==> config.mk <==
export PLATFORM = sky130hd
export DESIGN_NAME = ibexc_tsmap_arbiter_flat
export DESIGN_NICKNAME = d
export VERILOG_FILES = /design/src/rtl/ibexc_tsmap_arbiter_if.sv /design/src/rtl/ibexc_tsmap_arbiter.sv /design/src/flat_wrapper.sv
export SDC_FILE = /design/constraint.sdc
export NUM_CORES = 1
export LEC_CHECK = 0
export CAP_MARGIN = 20
export CORE_MARGIN = 1
export CORE_UTILIZATION = 34
export DETAILED_ROUTE_END_ITERATION = 7
export MAX_ROUTING_LAYER = met4
export PLACE_DENSITY = 0.79
export SYNTH_ARGS = -nofsm -noshare
export SYNTH_HDL_FRONTEND = slang
export SYNTH_SLANG_ARGS = --single-unit
==> constraint.sdc <==
create_clock -name clk_i -period 4.15 [get_ports clk_i]
set_input_delay 1.0375 -clock clk_i [delete_from_list [all_inputs] [get_ports clk_i]]
set_output_delay 1.0375 -clock clk_i [all_outputs]
set_load 0.03 [all_outputs]
Run 1, cell placement:
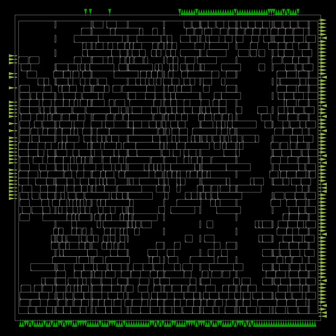
tap cell count: 172
flop count: 42
Fillers: 1,160

Run 1, wires at chosen ports, followed through buffers:
The bar under the picture is 20 um long.
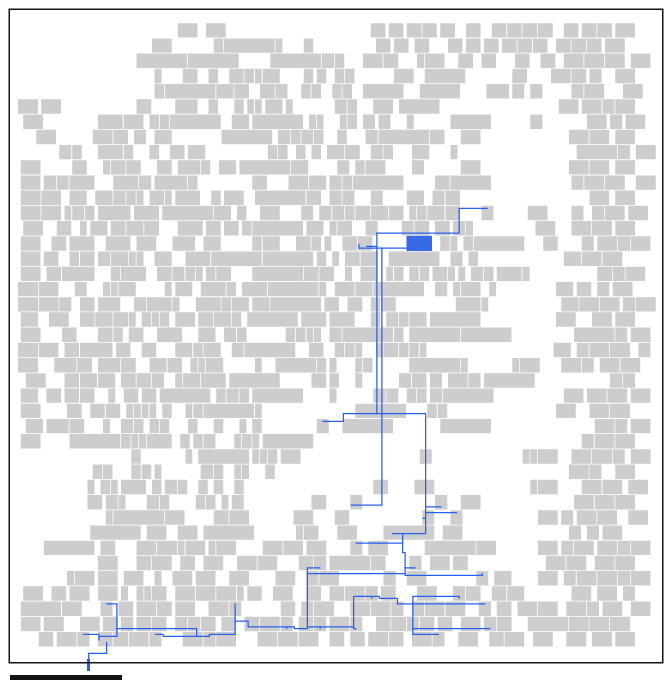
port	colour	bits	direction	edge	end cells	buffers	wire
bus_gnt	blue	1	output	bottom	1	2	384 um
Port Buf Inserts: 289
boundary pin count: 290

Run 1, wire density map:
23 x 23 tiles, from dark blue (low) to red (high), scaled to the fullest tile. Values are wire area over tile area, all layers added.
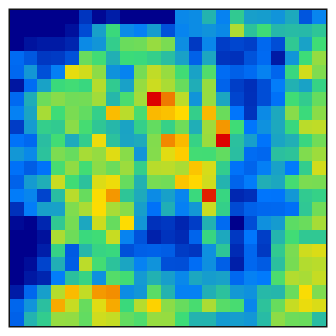
fullest tile	0.52
nearly empty tiles	4.3%
mean over tiles	0.21
tiles over half the peak	36%
routed vias: 5,290
final wirelength: 17,810 um
GRT Util Overall: 26.54%
DR WL/cell: 17.41 um

==> results.cfg, run 1 <==
; synthesis and place-and-route metrics
[final_layout]
utilization_pct = 59.69
layout_top_cells = 202 x clkdlybuf4s50_1, 131 x buf_4, 42 x dfrtp_1, 41 x nand2_1, 37 x o21ai_0
final_cell_area_mm2 = 0.007594

[run_status]
status = complete, no violations

[pwr]
clkPwrFrac_pct = 14.1
swShare_pct = 45.97
top_power_group = combinational cells
clock_power_uw = 387
p_int_uw = 1486

[global_route]
first_global_vias = 4878

[detailed_routing]
postRouteAntennaNets = 0
wl_met2_um = 9221
highest_layer = met4
via_per_inst = 5.171

[placement]
place_area_mm2 = 0.007385
gp_congestion = 0.8973
post-place-ws_ps = -465.2

[clock_tree]
insertion_delay_ps = 290
clk_path_buf_depth = 2

[setup_path]
reg2regPathDepth = 10

[synth]
postSynth.asyncResetShare_pct = 100.0
floorplan.nets = 751
flop_cell = dfrtp_1
ys_sh_aoi_pct = 22.11
synth_cell_type_count = 63
top_cells_by_count = 60 x buf_4, 47 x nand2_1, 42 x dfrtp_1
synth-adder-area-share_pct = 6.173
synth_flops = 42
ys_seq_share_pct = 23.57

[final_timing]
rsz0062_at_grt = no
hold_violations = 0
finClkSkew_ps = 9.238
drv_slew = 0
period_needed_ps = 4049
finalCritPeriodShare_pct = 97.57

[job]
warnings = 28
[run 1: final cells by class]
| type | instances | area [um^2] | area share, % |
|---|---|---|---|
| well taps | 172 | 215.2 | 2.834 |
| clock buffers | 6 | 128.9 | 1.697 |
| multi-input cells | 426 | 2810 | 37.01 |
| inverters | 25 | 93.84 | 1.236 |
| repair buffers | 349 | 3282 | 43.22 |
| diodes | 2 | 5.005 | 0.06591 |
| flip-flops and latches | 42 | 1051 | 13.84 |
| clock inverters | 1 | 7.507 | 0.09886 |
[run 1: timing repair]
item                       CTS  global route
setup endpoints to repair    7            25
pin swaps                   11            14
resized                      7            11
setup buffers                2             0
cloned                       0             0
[run 1: critical path, stage by stage]
cell and delay (ps):
clkdlybuf4s50_1 430, or4_1 540, nor3_2 170, buf_4 330, and3_1 340, buf_12 160
==> run 2, diff against run 1 <==
--- a/config.mk
+++ b/config.mk
@@ -9,6 +9,7 @@
 export CORE_MARGIN = 1
 export CORE_UTILIZATION = 34
 export DETAILED_ROUTE_END_ITERATION = 7
+export GPL_TIMING_DRIVEN = 0
 export MAX_ROUTING_LAYER = met4
 export PLACE_DENSITY = 0.79
 export SYNTH_ARGS = -nofsm -noshare
==> run 2 against run 1 <==
Net effect: core utilization increased by 4.5 points; final cell count up 5.8%; fmax fell by 0.81%; global-route usage is 1.9 points higher; clock power up 2%; worst setup slack got worse by 33 ps; non-clock buffer count grew 60; critical path type unchanged; critical endpoint is now mem_wdata_o[26]; largest power group unchanged.
==> results.cfg, run 2 <==
; synthesis and place-and-route metrics
[setup_path]
reg2regPathDepth = 11
path_buffers = 4
path_delay_family = buffers and inverters
crit_cells = 7
cp_slowest_stage_delay_ps = 530
critPathSlowestCell = or4_4

[synth]
postSynth.asyncResetShare_pct = 100.0
ys_sh_aoi_pct = 22.11
ys_seq_share_pct = 23.57
top_cells_by_count = 60 x buf_4, 47 x nand2_1, 42 x dfrtp_1
synth_flops = 42
synth_cell_type_count = 63
synth-adder-area-share_pct = 6.173
flop_cell = dfrtp_1
floorplan.nets = 751

[pwr]
p_int_uw = 1589
clkPwrFrac_pct = 13.5
top_power_group = combinational cells
swShare_pct = 45.62
clock_power_uw = 394

[detailed_routing]
via_per_inst = 5.216
postRouteAntennaNets = 0

[placement]
place_area_mm2 = 0.007621
gp_congestion = 0.8971
post-place-ws_ps = -1497
portBuffers = 289

[floorplanning]
io_pins = 290

[job]
warnings = 29

[final_timing]
period_needed_ps = 4082
drv_slew = 0
hold_violations = 0

[final_layout]
layout_top_cells = 197 x clkdlybuf4s50_1, 71 x buf_4, 45 x buf_6, 42 x dfrtp_1, 39 x nand2_1
n_antenna_cell = 0
utilization_pct = 64.15

[run_status]
status = complete, no violations

[global_route]
first_global_vias = 5063

[clock_tree]
clk_path_buf_depth = 2
-- run 2: cell counts after synthesis --
Identical to the previous run, type by type.
-- run 2: layout make-up --
class	instances	area, um^2
Clock inverter	2	12.51
Tap cell	172	215.2
Inverter	25	93.84
Timing Repair Buffer	313	3064
Clock buffer	6	138.9
Buffer	96	696.9
Sequential cell	42	1051
Fill cell	1119	4561
Multi-Input combinational cell	426	2889
-- run 2: what timing repair did --
item,in CTS,in global routing
cloned,1,1
pin swaps,12,15
setup endpoints to repair,100,83
setup buffers,10,11
gates resized,418,32
-- run 2: layer usage --
layer	share of wire (%)	vias to the layer above
li1	-	2732
met1	37	2612
met2	54	277
met3	7.6	23
met4	1.5	0
met5	0	-
Run 2, PDN straps and rails:
The bar under the picture is 20 um long. Pins as bars on the die edge. Tap cells in grey.
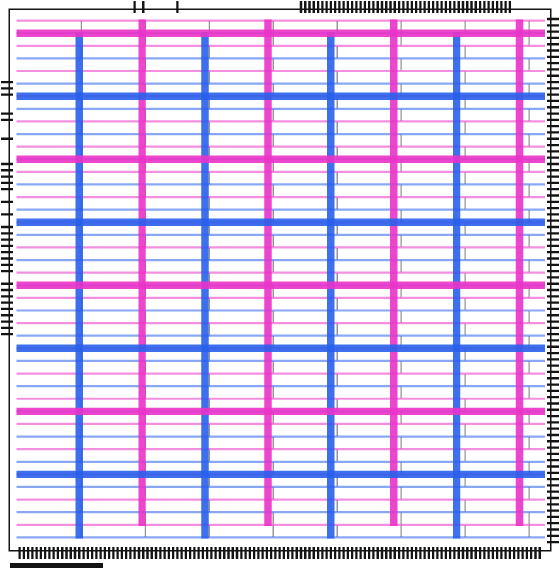
net	colour
VSS	blue
VDD	magenta
tap cells	172
met4 straps	8
signal pins	290
met1 rails	42
die height: 116.5 um
worst vdd ir: 0.2139 mV
die width: 116.5 um

Run 2, wire density map:
23 x 23 tiles, from dark blue (low) to red (high), scaled to the fullest tile. Values are wire area over tile area, all layers added.
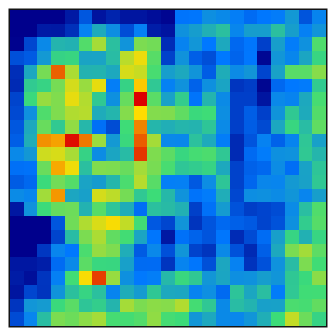
GRT Util Overall: 28.44%
DR WL/cell: 17.89 um
final wirelength: 19,360 um
routed vias: 5,644

Power and IR drop assume default switching activity.
